$ cat src/rtl/ctrl_pkg.sv
// Shared types and defaults for the vector ASIP issue-stage control logic.
package ctrl_pkg;

  localparam int WB_LAT_DEF  = 3;
  localparam int RADDR_W_DEF = 4;
  localparam int CNT_W       = 3;

  typedef enum logic [1:0] {
    RSEL_BOTH = 2'b00,
    RSEL_R2   = 2'b01,
    RSEL_R3   = 2'b10,
    RSEL_NONE = 2'b11
  } rsel_t;

  typedef logic [RADDR_W_DEF-1:0] raddr_t;

  function automatic logic uses_r2(rsel_t s);
    return (s == RSEL_BOTH) || (s == RSEL_R2);
  endfunction

  function automatic logic uses_r3(rsel_t s);
    return (s == RSEL_BOTH) || (s == RSEL_R3);
  endfunction

endpackage

$ cat src/rtl/hazard_timer.sv
// Per-register write-back countdown: loads LAT on issue of a write, then counts to zero.
module hazard_timer
  import ctrl_pkg::*;
#(
  parameter int LAT = WB_LAT_DEF
) (
  input  logic clk,
  input  logic rst_n,
  input  logic load_i,
  output logic live_o,
  output logic busy_o
);

  logic [CNT_W-1:0] cnt_q, cnt_d;
  logic             busy_q;

  always_comb begin
    cnt_d = cnt_q;
    if (load_i)
      cnt_d = CNT_W'(LAT);
    else if (cnt_q != '0)
      cnt_d = cnt_q - 1'b1;
  end

  always_ff @(posedge clk or negedge rst_n) begin
    if (!rst_n) begin
      cnt_q  <= '0;
      busy_q <= 1'b0;
    end else begin
      cnt_q  <= cnt_d;
      busy_q <= (cnt_d != '0);
    end
  end

  // live_o is the pre-edge state used for the hazard lookup; busy_o is the registered view
  assign live_o = (cnt_q != '0);
  assign busy_o = busy_q;

endmodule

$ cat src/rtl/operand_hazard_scoreboard.sv
// Issue-stage RAW hazard detector: stalls decode while a read operand has an in-flight write.
module operand_hazard_scoreboard
  import ctrl_pkg::*;
#(
  parameter int NREG    = 16,
  parameter int RADDR_W = 4,
  parameter int WB_LAT  = WB_LAT_DEF,
  parameter int SCNT_W  = 16
) (
  input  logic               clk,
  input  logic               rst,
  input  logic [1:0]         rsel,
  input  logic [RADDR_W-1:0] ra2,
  input  logic [RADDR_W-1:0] ra3,
  input  logic [RADDR_W-1:0] rd,
  input  logic               wr_en,
  input  logic               dec_valid,
  input  logic               flush,
  output logic               dec_ready,
  output logic               issue,
  output logic [NREG-1:0]    busy_vec,
  output logic [SCNT_W-1:0]  stall_cnt
);

  rsel_t            rsel_e;
  logic [NREG-1:0]  live;
  logic             hazard;
  logic [SCNT_W-1:0] stall_q, stall_d;

  assign rsel_e = rsel_t'(rsel);

  for (genvar i = 0; i < NREG; i++) begin : g_timer
    hazard_timer #(.LAT(WB_LAT)) u_timer (
      .clk    (clk),
      .rst_n  (rst),
      .load_i (issue & wr_en & (rd == RADDR_W'(i))),
      .live_o (live[i]),
      .busy_o (busy_vec[i])
    );
  end

  // Same-instruction rd never matters here: lookups see only pre-edge counters
  assign hazard    = (uses_r2(rsel_e) & live[ra2]) | (uses_r3(rsel_e) & live[ra3]);
  assign dec_ready = ~hazard & ~flush;
  assign issue     = dec_valid & dec_ready;

  always_comb begin
    stall_d = stall_q;
    if (dec_valid && hazard && !flush && stall_q != '1)
      stall_d = stall_q + 1'b1;
  end

  always_ff @(posedge clk or negedge rst) begin
    if (!rst)
      stall_q <= '0;
    else
      stall_q <= stall_d;
  end

  assign stall_cnt = stall_q;

endmodule

$ cat config.mk
export PLATFORM = sky130hd
export DESIGN_NAME = operand_hazard_scoreboard
export DESIGN_NICKNAME = d
export VERILOG_FILES = /design/src/rtl/ctrl_pkg.sv /design/src/rtl/hazard_timer.sv /design/src/rtl/operand_hazard_scoreboard.sv
export SDC_FILE = /design/constraint.sdc
export NUM_CORES = 1
export LEC_CHECK = 0
export CORE_ASPECT_RATIO = 1.75
export CORE_MARGIN = 4
export CORE_UTILIZATION = 62
export DETAILED_ROUTE_END_ITERATION = 16
export PLACE_DENSITY = 0.84
export SYNTH_ARGS = -nofsm -noshare
export SYNTH_HDL_FRONTEND = slang
export SYNTH_SLANG_ARGS = --single-unit
$ cat constraint.sdc
create_clock -name clk -period 6.5 [get_ports clk]
set_input_delay 1.625 -clock clk [delete_from_list [all_inputs] [get_ports clk]]
set_output_delay 1.625 -clock clk [all_outputs]
set_load 0.02 [all_outputs]
Fig. 1: run 1, port wiring
Scale: 4 px per um.
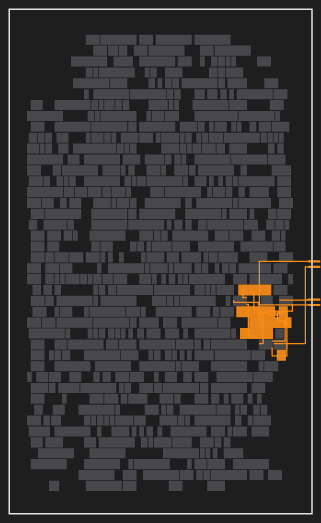
[ra2] orange | direction: input | edge: east | end cells: 8 | buffers: 4 | wire: 162 um

Fig. 2: run 1, where the registers sit
Scale: 3 px per um.
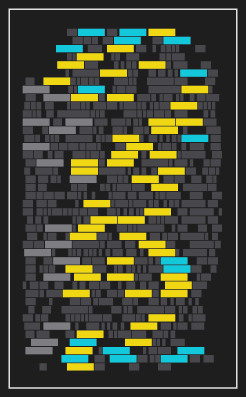
[g_timer.u_timer.cnt_q] yellow | sequential cells: 48
[g_timer.u_timer.busy_o] cyan | sequential cells: 16
not coloured: 16

==> results.txt, run 1 <==
Results of the implementation run.

The flow ran to the end, and the final reports show no timing, DRC or antenna violations. The final worst hold slack came out at 503 ps. On the critical path the data arrives at 3950 ps. The number of maximum-capacitance violations is 0.

Per the synthesis report, the dominant area consumer among library cells is sky130_fd_sc_hd__dfrtp_1. Nets still carrying antenna violations after routing amount to 0. STA reports the tightest min-delay check as being of type register to register. The number of sequential cells reported for the layout is 80. The total chip power came out at 2.77 mW.

The largest part of the power goes to combinational logic. The delay of the slowest cell on the worst path came out at 610 ps. The placeable core region came out at between 0.007 and 0.008 mm^2. The slack of the critical path is 923 ps. The floorplan report gives the top-level pin count as 53. The critical path data required time is slightly below 5000 ps. The global-route met1 utilization is 27.2%. Yosys reports that the leading cell type by area covers 40.7% of the netlist area. The combined buffer and inverter count along the critical path came out at 2.

Registers are responsible for 31.6% of the overall power. The worst setup path is captured at a primary output. The proportion of layout cells with a drive suffix above 1 is around an eighth. The total wire length came out at ~10,000 um. Summed over all failing endpoints, the final setup total negative slack is 0 ps. The post-detailed-route DRC marker count is 0. Sorting the synthesized cells by how often they occur yields 80 x sky130_fd_sc_hd__dfrtp_1, 59 x sky130_fd_sc_hd__nand2_1, 34 x sky130_fd_sc_hd__inv_1. The buffers inserted during post-CTS setup optimization came out at 0. The timing-limited maximum frequency is 0.179 GHz. The first-iteration detailed-routing DRC count came out at 214. Wire segments on met2 add up to 5550 um in the final route. Counting distinct cell types in the post-synthesis netlist gives 40. The largest voltage drop on the vdd net came out at between 0.0002 and 0.0003 V. The simple-gate share of the synthesized area came out at 23.1%.

In the per-layer summary, the met1 wirelength comes to 3660 um. The multi-input combinational cells in the finished layout cover a total of 0.00261 mm^2. The final global-route overflow total is 0. The routed length on met3 is 590 um. The count of clock tree sinks came out at 80.

Leaving out the clock tree, the finished layout contains a buffer count of 54. At the end of routability-driven placement, the weighted congestion stood at between 0.7 and 0.8. The mean post-synth cell area is 10.1 um^2. The power dissipated in sequential cells came out at 873 uW. The clock-pin slew on the worst setup and hold paths came out at roughly 50 ps. The buffer_ports step reported a buffer count of 52. Yosys mapped a number of flops with a built-in enable equal to 0. The final core utilization is 74.6%.

The internal cell power came out at around 1.7 mW. The die span in y came out at 126 um. Looking at the critical path, the single cell with the biggest stage delay is sky130_fd_sc_hd__clkdlybuf4s50_1.

By instance count after routing, the leading logic cell types are 80 x sky130_fd_sc_hd__dfrtp_1, 59 x sky130_fd_sc_hd__nand2_1, 51 x sky130_fd_sc_hd__clkdlybuf4s50_1, 34 x sky130_fd_sc_hd__inv_1, 33 x sky130_fd_sc_hd__ha_1. The number of cells upsized or downsized after cts came out at 0. Power spread over the standard cell area amounts to 486 mW/mm^2. The critical path capture point is dec_ready. The startpoint of the worst setup timing path is ra2[0]. Per the run report, area growth between synthesis and finish was 15.7%. The cell count after placement came out at 605. The fraction of standard cell area that is sequential is 35.2%. The number of flip-flops under the largest register name is 48. In the final report, the number of endpoints failing setup comes to 0. Leaving out the clock tree, the finished layout contains an inverter count of 34. The number of warning messages in the yosys log came out at 0. The synthesized design contains 80 register bits. Among all flip-flop cells after synthesis, the most frequent one is sky130_fd_sc_hd__dfrtp_1. The width of the die came out at 75.3 um. The share of final layout cell area taken by non-clock buffers came out at 9.38%. The fraction of power spent switching nets is between 30 and 40%.

Per STA, the worst path accumulates the most delay in the family buffers and inverters. The number of standard cells reported by yosys came out at roughly 490. For the finished layout, the period the worst path requires is 5580 ps. The combinational group power is 1.37 mW.

The post-route fraction of the period consumed by the critical path is 85.8%. Global routing used between 40% and 50% of the available met2 tracks. The layout report lists the clock-cell share of area as 5.33%. The worst slew margin relative to its limit is between 30% and 40%. The via count of the first global-routing pass is 3,735. The number of nets in the synthesized netlist is around 540.

The multiplexer fraction of the synthesized cell area came out at 9.27%. Along the worst path, the maximum fanout reaches 4. The worst register-to-register path has a depth of 9.

The static leakage is 2.62 nW. The power in the clock group came out at 518 uW. The die covers 0.00947 mm^2.

The cell occurring most often along the worst timing path is sky130_fd_sc_hd__clkdlybuf4s50_1. The H-tree depth is 3. The share of synthesized registers carrying an async set or reset came out at 100%.

Clock tree synthesis inserted a total of 9 buffers. The maximum clock skew at final layout came out at 4.68 ps. The first-pass GRT wire length is 17,500 um.
Fig. 3: run 1, track usage over the die
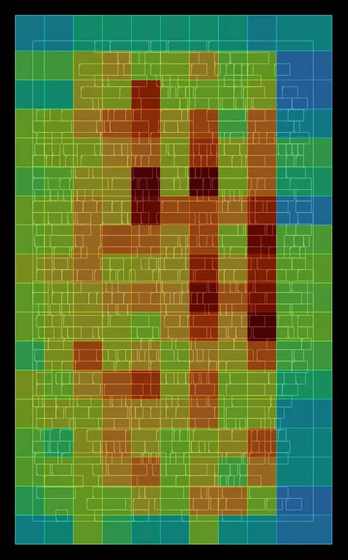
most utilized layer in the global route result: met2
total global routing track utilization: 24.0%
GR met3 Demand/Resource: 6.70%

Fig. 4: run 1, pin map
Scale: 3 px per um. Pins as bars across the die edge, other pins in grey.
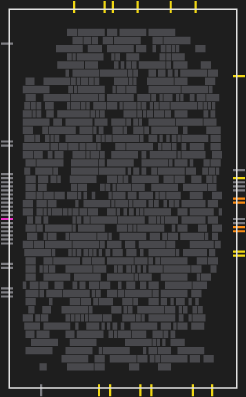

==> inputs of run 2 (changes only) <==
- CORE_UTILIZATION: 62 -> 61
- PLACE_DENSITY: 0.84 -> 0.83
- SYNTH_HIERARCHICAL: not set -> 1
Fig. 5: run 2, pin map
Scale: 3 px per um. Pins as bars across the die edge, other pins in grey.
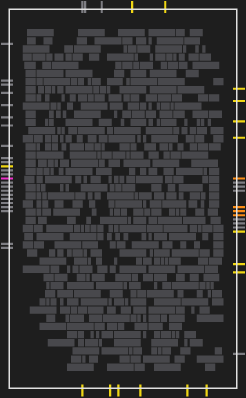
[busy_vec] yellow | pins: 16 | direction: output | edge: 7 east, 6 south, 2 north, 1 west
[ra2] orange | pins: 4 | direction: input | edge: east
[flush] magenta | pins: 1 | direction: input | edge: west
all pins by edge: 24 west, 18 east, 6 south, 5 north
die extent in y: 126 um
floorplan die width: 75.4 um
number of port buffers: 52

==> results.txt, run 2 <==
Results of the implementation run.

The number of warning messages in the yosys log came out at 6. The internal cell power came out at 1.69 mW. The script extracted a total leakage power of 2.53 nW. The count of clock tree sinks came out at 80.

The non-clock inverter total of the final layout is 33. The total die size came out at 0.00949 mm^2. The total wire length is between 9000 and 10,000 um. The highest net fanout along the worst path is 19. The first global-routing pass estimated 17,100 um of wire.

The net count of the mapped netlist is between 400 and 500. The global-route met1 utilization came out at 27.6%. The total chip power is between 2 and 3 mW. The met2 capacity usage during global routing is approximately 39%. The placeable core region came out at ~0.0077 mm^2. The H-tree was split into 3 levels.

The layout overhead on the synthesized area came out at 18.2%. At the worst endpoint, the arrival time is roughly 4300 ps. The number of maximum-capacitance violations came out at 0.

The most congested layer reported by global routing is met2. The via count of the first global-routing pass was between 3,000 and 4,000. The power in the clock group is 482 uW.

The simple-gate share of the synthesized area came out at 28.1%. The met2 layer wire length in the routed design came out at about 5300 um. Across all checked pins, the minimum headroom to the slew limit is 31.0%. The proportion of layout cells with a drive suffix above 1 is about 14%. The number of standard cells reported by yosys is 446. The number of sequential storage elements is 80.

The total global-route track usage is 23.3%. The combinational group power came out at between 1 and 1.5 mW. The post-route fraction of the period consumed by the critical path came out at 91.1%. The total negative slack for setup checks came out at 0 ps. The maximum clock skew at final layout came out at approximately 6.7 ps. The final global-route overflow total is 0. Per the layout area report, the combinational gate area comes to approximately 0.0027 mm^2. The met1 routed wirelength after detailed routing came out at about 4100 um. The register with the most flip-flops in the layout has 48 of them. STA classifies the critical path endpoint as a primary output. The number of non-clock buffers is between 50 and 60. The post-detailed-route DRC marker count is 0. Measured on the finished design, the core utilization comes to 74.6%. On the final layout, the worst hold slack is about 510 ps.

The number of distinct standard cells referenced by the synthesized netlist is 33. The flow ran to the end, and the final reports show no timing, DRC or antenna violations. Post-CTS repair changed the size of 0 cells.
Fig. 6: run 2, where the registers sit
Scale: 3 px per um.
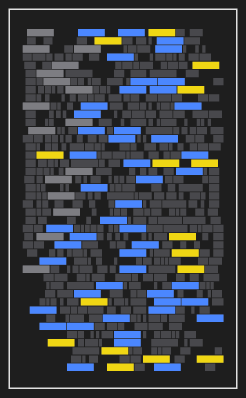
[g_timer.u_timer/cnt_q] blue | sequential cells: 48
[g_timer.u_timer/busy_o] yellow | sequential cells: 16

Fig. 7: run 2, track usage over the die
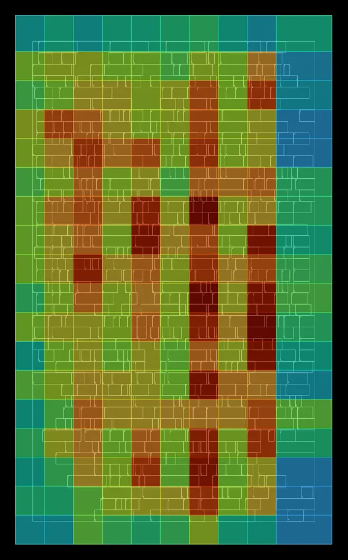

==> inputs of run 3 (changes only) <==
- CORE_UTILIZATION: 61 -> 63
- CTS_BUF_LIST: not set -> sky130_fd_sc_hd__clkbuf_2
- PLACE_DENSITY: 0.83 -> 0.86
Fig. 8: run 3, track usage over the die
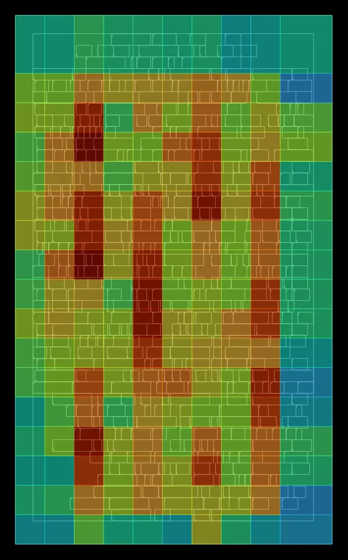
final standard cell utilization of the core: 73.7%
met2 Usage GRT: 41.0%

==> results.txt, run 3 <==
Results of the implementation run.

The flow ran to the end, and the final reports show no timing, DRC or antenna violations. The number of port buffers came out at 52. The share of synthesized registers carrying an async set or reset came out at 100%. The number of warning messages in the yosys log is 6. The gate family responsible for the most delay along the worst path is buffers and inverters.

The footprint of the multi-input gates came out at approximately 0.0027 mm^2. Of all cell types, the one taking the most synthesized area is sky130_fd_sc_hd__dfrtp_1. The buffers inserted during post-CTS setup optimization came out at 0. The width of the die is 74.3 um. Ranked by instance count, the synthesized netlist is headed by 80 x sky130_fd_sc_hd__dfrtp_1, 45 x sky130_fd_sc_hd__nor2_1, 40 x sky130_fd_sc_hd__mux2i_1. The power density of the placed cells came out at ~440 mW/mm^2. Of the post-synthesis cell area, the dominant cell type holds 41.3%. The area taken by flip-flops and latches is roughly 0.0020 mm^2. The global-route met1 utilization is 25.2%. The dominant power group in this design is combinational logic.

The power in the clock group came out at 251 uW. Per the breakdown, switching nets consume approximately 40% of all power. CTS placed an instance of sky130_fd_sc_hd__clkbuf_2 at the clock tree root. The largest voltage drop on the vdd net is 0.000310 V. The fraction of area in clock buffers and inverters came out at 1.85%. The non-clock inverter total of the final layout came out at 33. The highest net fanout along the worst path came out at 19.

The floorplan step set the die height to 124 um. After detailed routing, the met3 layer carries 394 um of wire. The timing-limited maximum frequency came out at 0.170 GHz.

The number of synthesized register bits is 80. The number of non-clock buffers is 52. The clock-pin slew on the worst setup and hold paths came out at 190 ps.

The delay of the slowest cell on the worst path came out at 700 ps. The global-route met3 utilization is 5.74%. Per STA, the startpoint of the critical path is ra3[1]. STA reports the tightest min-delay check as being of type register to register. Per the post-run analysis, buffers plus inverters along the critical path come to 2. Multiplexer cells account for 10.4% of the synthesized area. In this run the count of I/O pins placed on the die edge is 53. The number of maximum-capacitance violations is 0. The power dissipated in sequential cells is 909 uW. The cell with the largest stage delay on the worst path is sky130_fd_sc_hd__clkdlybuf4s50_1. The worst slew margin relative to its limit is 32.8%. The post-route fraction of the period consumed by the critical path is 90.6%. The design has 80 sequential cells. The net count of the mapped netlist is 498. The count of clock tree sinks came out at 80. According to the floorplan report, the placeable core area is 0.00751 mm^2. The internal portion of the total power is around 1.5 mW. The combinational group power came out at 1.30 mW. The met2 layer wire length in the routed design is 5300 um. The H-tree depth is 3. For this run the top cell type by instance count after synthesis was sky130_fd_sc_hd__dfrtp_1. The cell count of the worst reg-to-reg path is 10. The final global-route overflow total is 0. At the end of routability-driven placement, the weighted congestion stood at 0.808. The maximum clock skew at final layout is 30.5 ps. For this run, the leading register cell type out of synthesis is sky130_fd_sc_hd__dfrtp_1. The number of standard cells reported by yosys came out at 446. The worst endpoint data arrival time is 4260 ps. The fraction of power consumed by sequential logic came out at between 30% and 40%. The total global-route track usage came out at between 20% and 30%. Counting the buffers created by CTS gives 9. The critical path data required time is roughly 5000 ps. The proportion of layout cells with a drive suffix above 1 came out at 14.0%.

The worst setup path is captured at a primary output. The simple-gate share of the synthesized area came out at 28.1%. The final tally of setup violations came out at 0. The tally of clock buffers in the finished layout came out at 11. The number of flip-flops under the largest register name is around 48.

The pin count of the biggest net entering global routing is approximately 80. Timing analysis after detailed placement gives a worst setup slack of 582 ps. The cell count after placement came out at about 580. The mean post-synth cell area came out at 10.9 um^2. In the layout the commonest cells are 80 x sky130_fd_sc_hd__dfrtp_1, 51 x sky130_fd_sc_hd__clkdlybuf4s50_1, 45 x sky130_fd_sc_hd__nor2_1, 40 x sky130_fd_sc_hd__mux2i_1. OpenSTA lists the critical path endpoint as issue. The total negative slack for setup checks is 0 ps. After detailed routing, the number of remaining DRC violations is 0. The first-iteration detailed-routing DRC count came out at 136. The analysis attributes to cell leakage a power of 2.45 nW. Synthesis instantiated 33 different standard cells from the library. The layout overhead on the synthesized area came out at 14.4%. The total die size is between 0.009 and 0.01 mm^2. The fraction of standard cell area that is sequential is 36.1%. The time the worst path needs with I/O delays and setup is around 5900 ps.
Fig. 9: run 3, port wiring
Scale: 4 px per um.
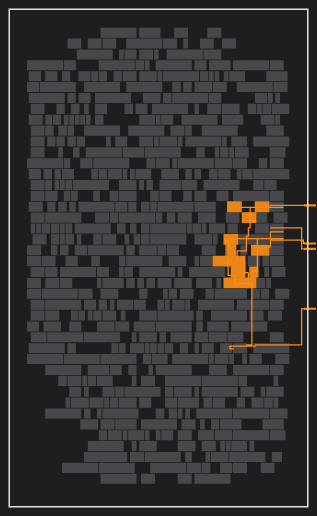
[ra2] orange | direction: input | edge: east | end cells: 12 | buffers: 4 | wire: 174 um


==> gallery <==
Metal layers overlaid.
Scale: 4 px per um.
(a)
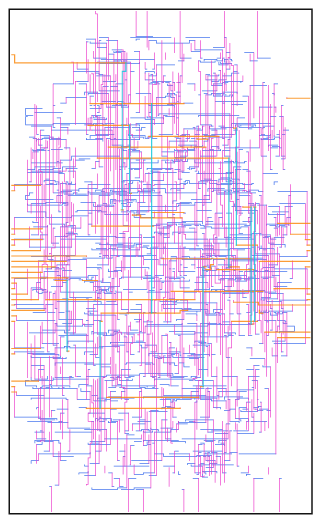
(b)
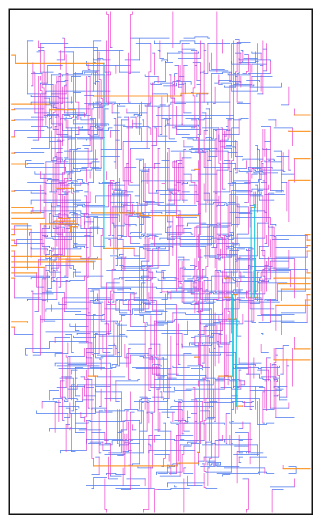
For run 1, see (a).
For run 2, see (b).

Key to (a):
[metal 4] cyan | wire length: 291 um
[metal 2] magenta | wire length: 5,550 um
[metal 1] blue | wire length: 3,660 um
[metal 3] orange | wire length: 590 um

Power figures rest on the tool's default switching activity, not on a simulated workload.
